==> src/rtl/fifo_stream_pkg.sv <==
// Shared constants for the FIFO-to-stream reader and its output buffer.
// Latency: n/a (constants only).
// Backpressure: n/a.
package fifo_stream_pkg;

  // Entries in the output buffer between the FIFO read port and the stream.
  localparam int BUF_DEPTH = 2;

  // Cycles from fifo_rd_en to fifo_valid on a Standard-mode sync_fifo.
  localparam int RD_LATENCY = 1;

  // Width needed to count buffer occupancy 0..BUF_DEPTH.
  localparam int OCC_W = $clog2(BUF_DEPTH + 1);

  // Highest (buffered + in flight - popping) count at which one more read
  // can still be absorbed when its data lands RD_LATENCY cycles later.
  localparam int CREDIT_LIMIT = BUF_DEPTH - RD_LATENCY;

endpackage

==> src/rtl/stream_skid_buf.sv <==
// Two-entry in-order buffer; head is registered, occupancy 0..2.
// Latency: a push is visible at the head one cycle later (when buffer was empty).
// Backpressure: none upstream; a push into a full buffer without a pop is dropped and flagged.
//
// Ports: clock, reset (async active-low); push/push_data write the tail;
// pop removes the head (ignored when empty); head_valid/head_data present the
// oldest entry; occupancy is the entry count; dropped pulses when a push is lost.
module stream_skid_buf
  import fifo_stream_pkg::*;
#(
  parameter int DATA_WIDTH = 8
) (
  input  logic                  clock,
  input  logic                  reset,
  input  logic                  push,
  input  logic [DATA_WIDTH-1:0] push_data,
  input  logic                  pop,
  output logic                  head_valid,
  output logic [DATA_WIDTH-1:0] head_data,
  output logic [OCC_W-1:0]      occupancy,
  output logic                  dropped
);

  localparam logic [OCC_W-1:0] OCC_ONE  = OCC_W'(1);
  localparam logic [OCC_W-1:0] OCC_FULL = OCC_W'(BUF_DEPTH);

  logic [DATA_WIDTH-1:0] slot0;  // head
  logic [DATA_WIDTH-1:0] slot1;  // second entry
  logic [OCC_W-1:0]      occ;
  logic                  pop_ok;

  assign pop_ok     = pop & (occ != '0);
  assign head_valid = (occ != '0);
  assign head_data  = slot0;
  assign occupancy  = occ;
  assign dropped    = push & ~pop_ok & (occ == OCC_FULL);

  always_ff @(posedge clock or negedge reset) begin
    if (!reset) begin
      occ   <= '0;
      slot0 <= '0;
      slot1 <= '0;
    end else begin
      case ({push, pop_ok})
        2'b10: begin
          if (occ == '0) begin
            slot0 <= push_data;
            occ   <= occ + 1'b1;
          end else if (occ == OCC_ONE) begin
            slot1 <= push_data;
            occ   <= occ + 1'b1;
          end
          // full: word is dropped, contents untouched
        end
        2'b01: begin
          slot0 <= slot1;
          occ   <= occ - 1'b1;
        end
        2'b11: begin
          // pop_ok implies occ is 1 or 2; occupancy stays the same
          if (occ == OCC_ONE) begin
            slot0 <= push_data;
          end else begin
            slot0 <= slot1;
            slot1 <= push_data;
          end
        end
        default: ;
      endcase
    end
  end

endmodule

==> src/rtl/fifo_stream_reader.sv <==
// Reads a sync_fifo and presents it as a valid/ready packet stream with beat index and last.
// Latency: 2 cycles from fifo_rd_en to m_valid; 1 beat/clock sustained with m_ready high.
// Backpressure: reads are issued only when buffer+in-flight space remains; data arriving with no space is dropped and err_overflow latches.
//
// Ports: clock, reset (async active-low); enable gates new reads;
// fifo_rd_en/fifo_valid/fifo_dout/fifo_empty connect to the FIFO read side;
// m_valid/m_ready/m_data/m_last form the stream; beat_count is the beat index
// within the packet; err_overflow is a sticky drop flag.
module fifo_stream_reader
  import fifo_stream_pkg::*;
#(
  parameter int DATA_WIDTH = 8,
  parameter int PKT_LEN    = 16
) (
  input  logic                       clock,
  input  logic                       reset,
  input  logic                       enable,
  output logic                       fifo_rd_en,
  input  logic                       fifo_valid,
  input  logic [DATA_WIDTH-1:0]      fifo_dout,
  input  logic                       fifo_empty,
  output logic                       m_valid,
  input  logic                       m_ready,
  output logic [DATA_WIDTH-1:0]      m_data,
  output logic                       m_last,
  output logic [$clog2(PKT_LEN)-1:0] beat_count,
  output logic                       err_overflow
);

  localparam int                BEAT_W    = $clog2(PKT_LEN);
  localparam logic [BEAT_W-1:0] LAST_BEAT = BEAT_W'(PKT_LEN - 1);
  localparam logic [OCC_W:0]    CREDIT    = (OCC_W + 1)'(CREDIT_LIMIT);

  logic              in_flight;
  logic              run;
  logic              pop;
  logic              dropped;
  logic              buf_valid;
  logic [OCC_W-1:0]  occupancy;
  logic [OCC_W:0]    outstanding;
  logic [BEAT_W-1:0] beat;

  stream_skid_buf #(
    .DATA_WIDTH (DATA_WIDTH)
  ) u_buf (
    .clock      (clock),
    .reset      (reset),
    .push       (fifo_valid),
    .push_data  (fifo_dout),
    .pop        (pop),
    .head_valid (buf_valid),
    .head_data  (m_data),
    .occupancy  (occupancy),
    .dropped    (dropped)
  );

  assign pop = buf_valid & m_ready;

  // Words that will occupy the buffer next cycle if no new read is issued.
  assign outstanding = {1'b0, occupancy}
                     + {{OCC_W{1'b0}}, in_flight}
                     - {{OCC_W{1'b0}}, pop};

  // run is cleared asynchronously by reset and set on the first edge after
  // release, so no read can be requested before that edge.
  assign fifo_rd_en = run & enable & ~fifo_empty & (outstanding <= CREDIT);

  assign m_valid    = buf_valid;
  assign m_last     = buf_valid & (beat == LAST_BEAT);
  assign beat_count = beat;

  always_ff @(posedge clock or negedge reset) begin
    if (!reset) begin
      run          <= 1'b0;
      in_flight    <= 1'b0;
      beat         <= '0;
      err_overflow <= 1'b0;
    end else begin
      run       <= 1'b1;
      in_flight <= fifo_rd_en;
      if (pop) begin
        beat <= (beat == LAST_BEAT) ? '0 : beat + 1'b1;
      end
      if (dropped) begin
        err_overflow <= 1'b1;
      end
    end
  end

endmodule
==> config.mk <==
export PLATFORM = sky130hd
export DESIGN_NAME = fifo_stream_reader
export DESIGN_NICKNAME = d
export VERILOG_FILES = /design/src/rtl/fifo_stream_pkg.sv /design/src/rtl/stream_skid_buf.sv /design/src/rtl/fifo_stream_reader.sv
export SDC_FILE = /design/constraint.sdc
export NUM_CORES = 1
export LEC_CHECK = 0
export CAP_MARGIN = 15
export CORE_ASPECT_RATIO = 0.9
export CORE_MARGIN = 2
export CORE_UTILIZATION = 35
export DETAILED_ROUTE_END_ITERATION = 10
export HOLD_SLACK_MARGIN = 0.15
export PLACE_DENSITY_LB_ADDON = 0.1
export SKIP_LAST_GASP = 1
export SLEW_MARGIN = 20
export SYNTH_ARGS = -nofsm -noshare
export SYNTH_HDL_FRONTEND = slang
export SYNTH_SLANG_ARGS = --single-unit
==> constraint.sdc <==
create_clock -name clock -period 2.7 [get_ports clock]
set_input_delay 0.675 -clock clock [delete_from_list [all_inputs] [get_ports clock]]
set_output_delay 0.675 -clock clock [all_outputs]
set_load 0.05 [all_outputs]
==> results.txt, run 1 <==
Results of the flow run.

The port buffer count stands at 29. In the finished layout, the clock tree contains a buffer count of 3. In this run the number of H-tree levels came out at 1.

The area share of the largest cell type after synthesis stands at 0.4521. The register share of the cell area stands at 0.3209. OpenSTA lists the critical path startpoint as m_ready. The effective utilization at floorplan stands at 0.3683. Endpoints failing hold in the final report were tallied at 0. Per the post-run analysis, buffers plus inverters along the critical path come to 4. The overall power of the completed layout stands at about 2.4 mW. The leakage power in the latest report is 0.8308 nW. The shortest period the worst path allows stands at 3.134 ns. Wires add up to between 2000 and 3000 um.

Listed in order, past its start point the critical path passes dlygate4sd2_1 > and2b_2 > ha_4 > inv_4 > ha_4 > inv_1 > fa_1 > nand4b_1 > nor2_4 > buf_12. The longest clock path from root to sink contains 2 buffers. In this design, the critical path's most frequently occurring cell is ha_4.

Using the TritonRoute via totals, the vias-per-cell ratio works out to about 4.8. In this build the clock could be raised as far as around 320 MHz. For reference, the post-synthesis area per instance comes to 10.98 um^2. The later pin in the worst-skew pair is clocked with a latency of 0.26 ns. The total of endpoints with negative setup slack in the final report stands at 1. The global-route total usage across every layer stands at 0.1460.

The layout report lists the multi-input gate area as 739.5 um^2. The plain and repair buffers instantiated in the layout total around 48. The half-perimeter wire length after placement stands at ~2100 um. The number of well-tap cells placed stands at between 40 and 50.

The flow ran to the end, but the final reports show violations. The transition time recorded at the tightest slew-check pin is approximately 0.5 ns. The synthesized flop and latch total stands at 25.

The timing report attributes the biggest portion of critical-path delay to adder cells. TritonCTS built the clock tree. Per the timing report, the biggest fanout along the worst path comes to 2.

The critical path in the final layout is reported with a setup slack of -0.4344 ns. The checks that failed: setup timing.
## run 1: cells by family after synthesis
logic type,after synthesis,synth area share
mux,17,0.1374
fa+ha+maj,10,0.09584
xor+xnor,5,0.03164
flops,25,0.4521
simple gates,35,0.1248
buf+inv,12,0.04610
other cells,1,0.002710
compound gates,21,0.1094
## run 1: registers in the layout, indices dropped and copies added, names as in the netlist
| name | cells |
|---|---|
| in_flight | 1 |
| u_buf.occupancy | 2 |
| u_buf.slot1 | 8 |
| err_overflow | 1 |
| beat_count | 4 |
| run | 1 |
| u_buf.head_data | 8 |
## run 1: path summary, 6_finish.rpt
check,endpoint,slack (ns),cells after the start
worst max-delay path,fifo_rd_en,-0.43,10
worst min-delay path,err_overflow,0.47,1
worst max register to register,in_flight,0.40,12
worst min register to register,err_overflow,0.47,1
max in group asynchronous,run,1.69,2
min in group asynchronous,beat_count[0],0.76,2
## run 1: power breakdown
part | switching, mW | total, mW | leakage (nW) | internal (mW)
Clock | 0.113 | 0.216 | 0.0255 | 0.103
Sequential | 0.119 | 0.670 | 0.291 | 0.551
Combinational | 0.816 | 1.48 | 0.514 | 0.662
## run 1: per-stage QoR
stage          instance area [um^2]  hold WS [ns]  instances    util
2_1_floorplan                  1419        0.3794        126       -
3_3_place_gp                   1877        0.4430        213  0.4995
3_5_place_dp                   1877        0.4454        213  0.4995
4_1_cts                        1929        0.4715        218  0.5135
5_1_grt                        1949        0.4821        219  0.5188
6_report                       1949        0.4669        219  0.5188
## run 1: metal layers
metal  vias to the layer above  GRT usage
met2                        27     0.2441
met5                         -          0
li1                        529          -
met1                       487     0.1896
met4                         0    0.02885
met3                         2    0.04000
## run 1: what timing repair did
action	4_1_cts	5_1_grt
endpoints found under the setup margin	1	1
buffers inserted	1	1
gates resized	1	2
pin swaps	2	1
==> run_1/met1.png <==
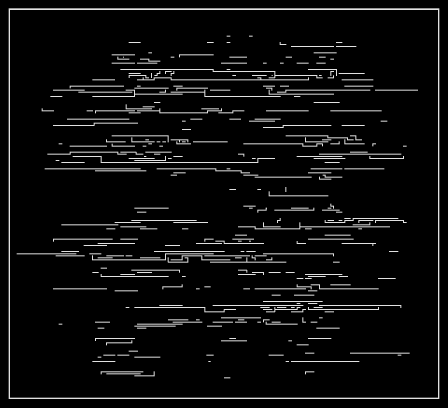
main direction	horizontal
longest straight run	25.8 um
nets with wire on the layer	169
share of all routed wire	47%
wire length on this layer	1310 um

==> run_1/met2.png <==
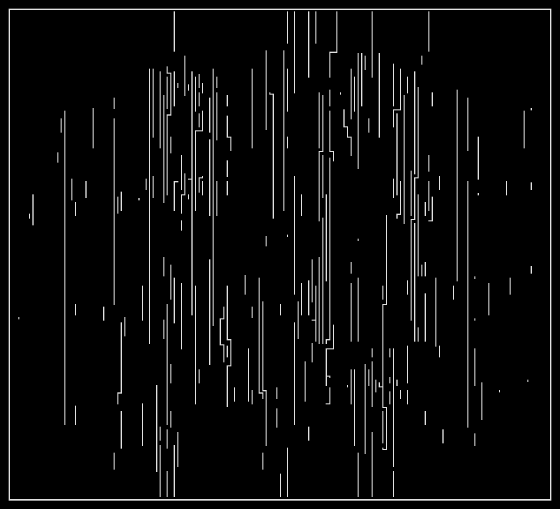
longest straight run	40.8 um
share of all routed wire	47%
wire length on this layer	1340 um

==> run_1/met3.png <==
Scale bar: 20 um.
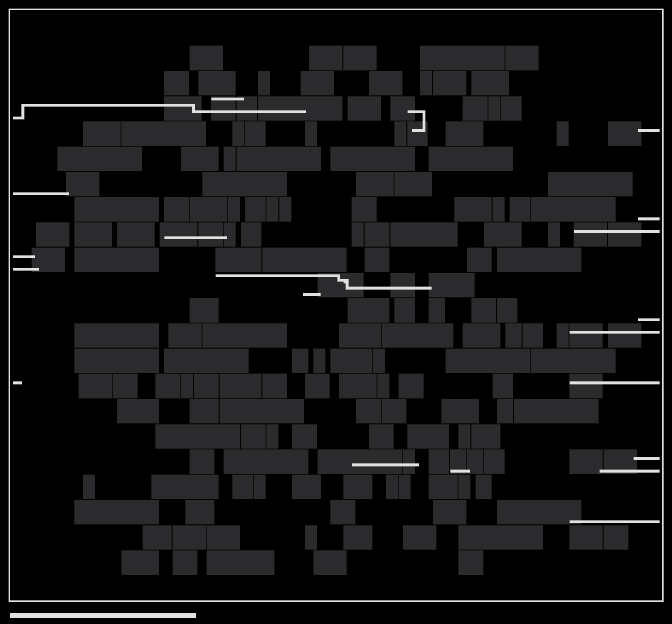
wire length on this layer	146 um
nets with wire on the layer	20
main direction	horizontal

==> run_1/registers.png <==
Scale bar: 20 um. Other sequential cells in the stronger gray, the rest of the logic in the fainter gray.
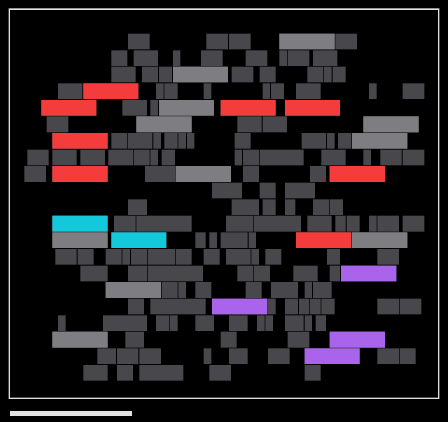

## Run 2: what changed since run 1
==> constraint.sdc (replaced) <==
create_clock -name clock -period 3.6 [get_ports clock]
set_input_delay 0.9 -clock clock [delete_from_list [all_inputs] [get_ports clock]]
set_output_delay 0.9 -clock clock [all_outputs]
set_load 0.05 [all_outputs]
==> run_2/registers.png <==
Scale bar: 20 um. Other sequential cells in the stronger gray, the rest of the logic in the fainter gray.
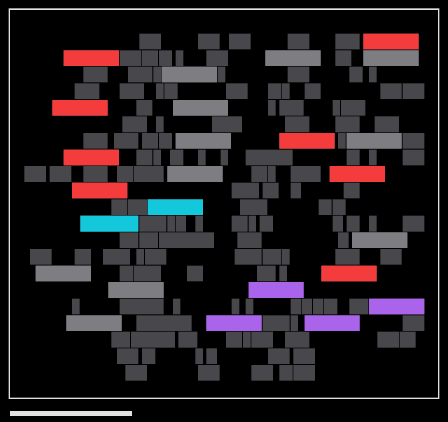
netlist name	color	placed flops
`u_buf.slot1`	red	8
`beat_count`	purple	4
`u_buf.occupancy`	cyan	2
not colored	11

==> run_2/met3.png <==
Scale bar: 20 um.
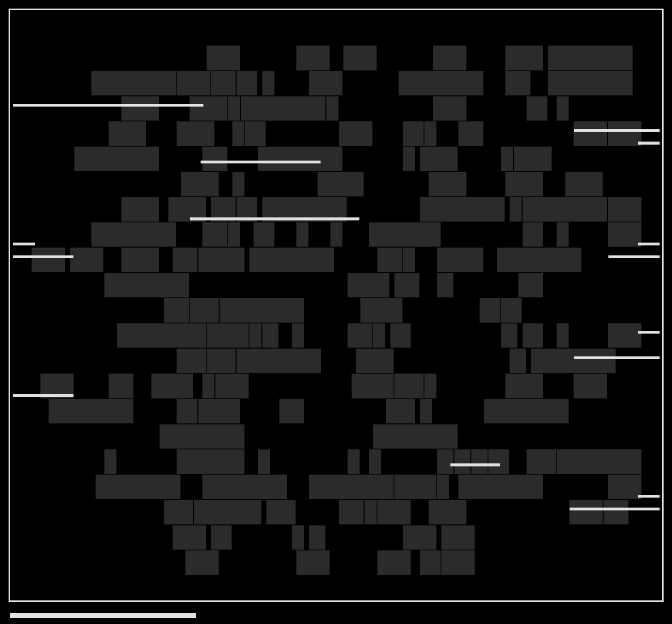
longest straight run	20.2 um
main direction	horizontal
wire length on this layer	111 um
share of all routed wire	3.8%

==> run_2/met1.png <==
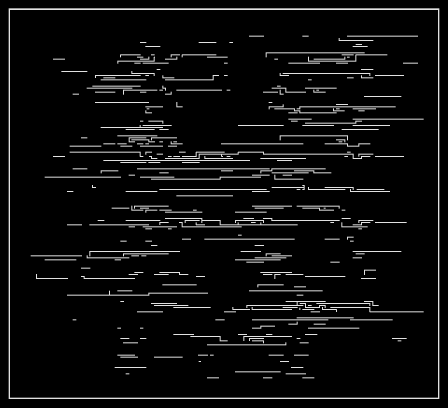
main direction	horizontal
share of all routed wire	45%
longest straight run	23.9 um
wire length on this layer	1320 um
nets with wire on the layer	157

==> results.txt, run 2 <==
Results of the flow run.

The instance area at placement was 0.001744 mm^2 (-7.1%). The detailed-route vias per instance stands at 4.932 (+3.4%). The number of distinct library cells after synthesis stands at 31. The global-route total usage across every layer was 0.1422 (-0.003845). The post-layout worst setup margin stands at 0.1202 ns (+0.5546 ns). The clock latency on the worst-skew pair came to 0.27 ns (about the same). The maximum net fanout on the critical path stands at 4 (+2).

The deepest level of the CTS H-tree stands at 1 (unchanged). STA reports the tightest min-delay check as being of type register to register. The effective utilization at floorplan stands at 0.3683 (unchanged).

The depth of the worst register-to-register path was 8 (-4). The half-perimeter wire length after placement is 2099 um (-1.6%). The post-route cell area came to 0.001829 mm^2 (-6.2%).

The port buffer count stands at 29 (unchanged). The critical path starts at u_buf.occupancy[0]. The average size of a mapped cell stands at 10.98 um^2 (unchanged).

For hold timing, the worst endpoint is err_overflow. The static leakage stands at 0.7644 nW (-8.0%). The transition time at the pin with the least slew margin came to 0.5269 ns (+0.02894 ns). Looking at the cell usage after synthesis, the top flip-flop cell is dfrtp_1. The total of endpoints with negative setup slack in the final report stands at 0 (-1). The setup slack on the worst flop-to-flop path was 1.14 ns (+0.74 ns). Setup repair after global routing left no endpoint under its margin. The total detailed-routing wirelength came to 2922 um (+3.8%). The count of final hold-check violations stands at 0 (unchanged).

The kind of cell with the highest combined delay along the critical path is adder cells. The synthesized flop and latch total stands at 25 (unchanged). STA lists the startpoint of the worst hold path as err_overflow. TritonCTS built the clock tree. The buffering stage count on the worst path with inverters included stands at 4 (unchanged).

The flow ran to the end, and the final reports show no timing, DRC or antenna violations. After its last routability iteration, the placer logged a weighted congestion of a little under 0.7. The total congestion overflow after global routing stands at 0. The area share of the largest cell type after synthesis stands at 0.4521 (unchanged). Static timing analysis puts the maximum clock frequency at 287.4 MHz. The overall power of the completed layout came to 1.703 mW (-28%). The clock tree buffer depth stands at 2 (unchanged). For reference, the critical path is captured by fifo_rd_en. In this run the critical path is formed by inv_2 > ha_1 > and2b_2 > ha_4 > inv_4 > ha_4 > inv_2 > fa_1 > nand4b_1 > nor2_2 > buf_12.

The instance count along the most critical hold path stands at 1 (unchanged). The number of logic stages on the critical path including buffering stands at 11 (+1). The endpoint identified for the worst register-to-register timing path is u_buf.slot1[5].
==> run 2: cell counts after synthesis <==
Identical to the previous run, type by type.
==> run 2: final cells by class <==
| cell class | count | area (um^2) |
|---|---|---|
| clock buffers | 3 | 41.29 |
| flip-flops and latches | 25 | 626.9 |
| multi-input cells | 89 | 721.9 |
| fillers | 355 | 1928 |
| inverters | 7 | 28.78 |
| well taps | 46 | 57.56 |
| clock inverters | 1 | 5.005 |
| repair buffers | 36 | 347.8 |
==> run 2: cell families (layout without fill, tap and decap cells) <==
kind of cell    Yosys count  in the layout  synth area share
simple gates             35             35            0.1248
flops                    25             25            0.4521
compound gates           21             21            0.1094
mux                      17             17            0.1374
buf+inv                  12             47           0.04610
fa+ha+maj                10             10           0.09584
xor+xnor                  5              5           0.03164
other cells               1              1          0.002710
==> run 2: what timing repair did <==
action                     CTS  global route
hold buffers                 0             0
setup endpoints to repair    1             1
setup buffers                0             2
gates cloned                 0             0
pin swaps                    5             3
resized                      8             3
==> run 2: layer usage <==
metal / global-route usage / wire length [um]
met1: 0.1851 / 1324
met2: 0.2394 / 1481
met3: 0.04320 / 111
met4: 0.01683 / 6
met5: 0 / 0
==> run 2: report_power, final <==
| group | leakage [nW] | switching [mW] | internal, mW |
|---|---|---|---|
| combinational | 0.449 | 0.593 | 0.434 |
| sequential | 0.290 | 0.0918 | 0.414 |
| clock | 0.0255 | 0.0927 | 0.0776 |
| total | 0.764 | 0.777 | 0.926 |
==> run 2: through the flow <==
stage	std cells	util	setup TNS, ns	hold slack, ns
after global placement	201	0.4642	-0.2248	0.4455
after CTS	205	0.4832	0	0.4778
after global routing	207	0.4868	0	0.5073
final	207	0.4868	0	0.4666
after floorplan	126	-	0	0.4741
after detailed placement	201	0.4642	-0.2912	0.4470
==> run_2/final_congestion.png <==
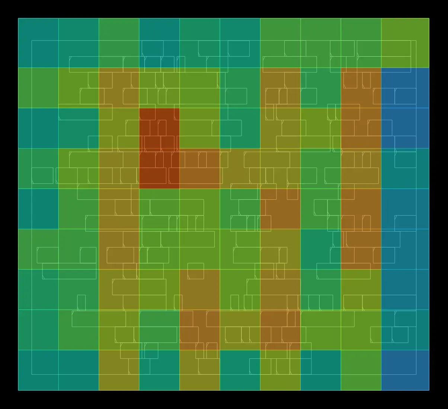

## Run 3: what changed since run 2
--- a/config.mk
+++ b/config.mk
@@ -10,10 +10,11 @@
 export CORE_MARGIN = 2
 export CORE_UTILIZATION = 35
 export DETAILED_ROUTE_END_ITERATION = 10
-export HOLD_SLACK_MARGIN = 0.15
+export HOLD_SLACK_MARGIN = 0.12
 export PLACE_DENSITY_LB_ADDON = 0.1
 export SKIP_LAST_GASP = 1
 export SLEW_MARGIN = 20
 export SYNTH_ARGS = -nofsm -noshare
 export SYNTH_HDL_FRONTEND = slang
 export SYNTH_SLANG_ARGS = --single-unit
+export TNS_END_PERCENT = 30
==> constraint.sdc (replaced) <==
create_clock -name clock -period 2.9 [get_ports clock]
set_input_delay 0.725 -clock clock [delete_from_list [all_inputs] [get_ports clock]]
set_output_delay 0.725 -clock clock [all_outputs]
set_load 0.05 [all_outputs]
==> run_3/final_congestion.png <==
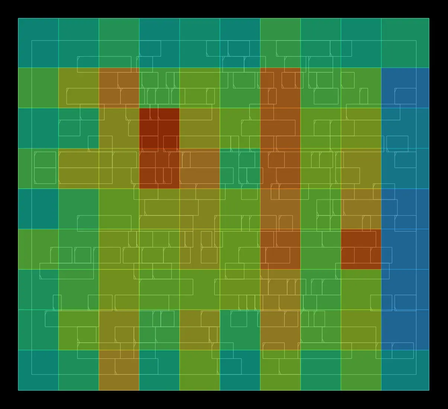
met1 capacity usage during global routing: 0.1850
met3 Usage GRT: 0.04160
met2 capacity usage during global routing: 0.2358
total global-route track usage: 0.1434
layer with the highest usage: met2

==> run_3/met1.png <==
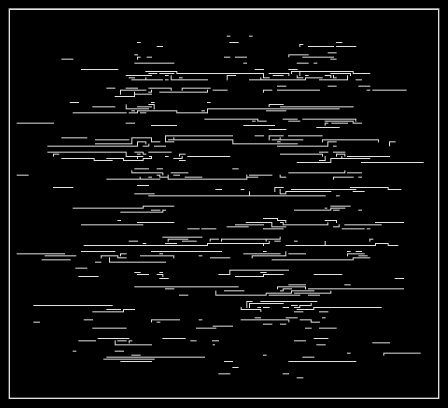
share of all routed wire	47%
nets with wire on the layer	163
wire length on this layer	1290 um
longest straight run	29.0 um
main direction	horizontal

==> run_3/met2.png <==
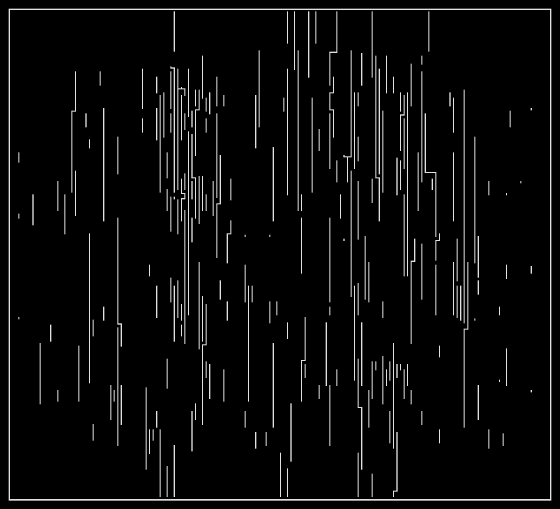
main direction	vertical
nets with wire on the layer	155

==> results.txt, run 3 <==
Results of the flow run.

The total detailed-routing wirelength stands at 2733 um (-6.5%). The worst hold path begins at err_overflow. The number of placed instances with taps included is 205 (+2.0%). The worst hold slack after final layout stands at 0.4641 ns (-0.002581 ns). In the final run the clock tree shows a worst skew of slightly above 0.006 ns.

In this build the clock could be raised as far as 316.5 MHz. The overall power of the completed layout stands at 2.138 mW (+26%). TritonCTS built the clock tree. The shortest period the worst path allows stands at around 3.2 ns.

The deepest level of the CTS H-tree stands at 1 (unchanged). The setup slack on the worst flop-to-flop path is 0.70 ns (-0.44 ns). The clock latency on the worst-skew pair stands at 0.27 ns (about the same). The average size of a mapped cell stands at 10.98 um^2 (unchanged).

The effective utilization at floorplan came to 0.3683 (unchanged). The post-route cell area stands at 0.001873 mm^2 (+2.4%). The static leakage came to 0.7777 nW (+1.7%). The total of endpoints with negative setup slack in the final report was 1 (+1). The total number of clock tree sinks stands at 25.

The count of final hold-check violations came to 0 (unchanged). The number of distinct library cells after synthesis came to 31 (unchanged). The total congestion overflow after global routing stands at 0 (unchanged). The half-perimeter wire length after placement stands at 2061 um (-1.8%). The synthesized flop and latch total was 25 (unchanged). The clock tree buffer depth stands at 2 (unchanged).

The buffering stage count on the worst path with inverters included stands at 4 (unchanged). The area share of the largest cell type after synthesis stands at 0.4521 (unchanged). The instance area at placement stands at 0.001807 mm^2 (+3.6%). The peak supply drop stands at between 300 and 400 uV.

The total cells reported by yosys after synthesis stands at between 100 and 150. The post-cts hold buffer count stands at 0 (unchanged). The post-layout instance count excluding filler cells stands at 210 (+1.4%). The max-cap check violation count stands at 0.

Per STA, the worst path accumulates the most delay in the family adder cells. The final reports fail on setup timing. The commonest register cell is dfrtp_1. The port buffer count is 29 (unchanged). The transition time at the pin with the least slew margin stands at 0.4954 ns (-0.03149 ns).

The final weighted congestion in routability-driven placement came to 0.6839 (+0.26%). The maximum net fanout on the critical path stands at 2 (-2). According to the timing report, the critical path is launched from m_ready. According to the hold report, the worst path is of the register to register type. The report lists the cells along the critical path as clkdlybuf4s15_2 > and2b_2 > ha_4 > inv_4 > ha_4 > inv_2 > fa_1 > nand4b_1 > nor2_4 > buf_12. Setup repair after global routing could not meet its margin everywhere.

The flow ran to the end, but the final reports show violations. The post-layout worst setup margin is -0.2597 ns (-0.3799 ns). The final layout net count stands at 189.

The detailed-route vias per instance was 4.876 (-1.1%).
## run 3: cell counts after synthesis
Identical to the previous run, type by type.
## run 3: logic make-up after synthesis
family,Yosys count,synth area share
multiplexers,17,0.1374
AND-OR/OR-AND,21,0.1094
other,1,0.002710
adder cells (fa/ha/maj),10,0.09584
AND/OR/NAND/NOR,35,0.1248
flip-flops,25,0.4521
buffers and inverters,12,0.04610
XOR/XNOR,5,0.03164
## run 3: worst paths after layout
check                      depth (start not counted)             end
min in group asynchronous                          2   beat_count[3]
max reg2reg                                        8  u_buf.slot1[1]
max in group asynchronous                          2       in_flight
max                                               10      fifo_rd_en
min reg2reg                                        1    err_overflow
min                                                1    err_overflow
## run 3: cell type report
class	instances	area [um^2]
repair buffers	39	376.6
clock buffers	4	45.04
multi-input cells	89	739.5
flip-flops and latches	25	625.6
well taps	46	57.56
fillers	360	1884
inverters	7	28.78
## run 3: timing repair
| item | 4_1_cts | 5_1_grt |
|---|---|---|
| buffers inserted | 1 | 0 |
| setup endpoints to repair | 1 | 1 |
| pin swaps | 4 | 3 |
| gates resized | 5 | 1 |
| cloned | 0 | 0 |
## run 3: routing by layer
layer | up-vias | part of all wire | GRT usage
met5 | - | 0 | 0
met4 | 0 | 0.0084 | 0.03606
met3 | 4 | 0.046 | 0.04160
met2 | 21 | 0.47 | 0.2358
met1 | 490 | 0.47 | 0.1850
li1 | 509 | - | -
## run 3: power breakdown
group	switching (mW)	internal (mW)	leakage, nW
combinational	0.745	0.565	0.464
sequential	0.110	0.513	0.291
clock	0.107	0.0983	0.0228
## run 3: per-stage QoR
step | util | TNS, ns
floorplan | - | -0.07722
global placement | 0.4809 | -0.5060
detailed placement | 0.4809 | -0.5613
CTS | 0.4978 | -0.3387
global route | 0.4985 | -0.3638
finish | 0.4985 | -0.2597
Power is estimated from default activity; no workload was simulated.
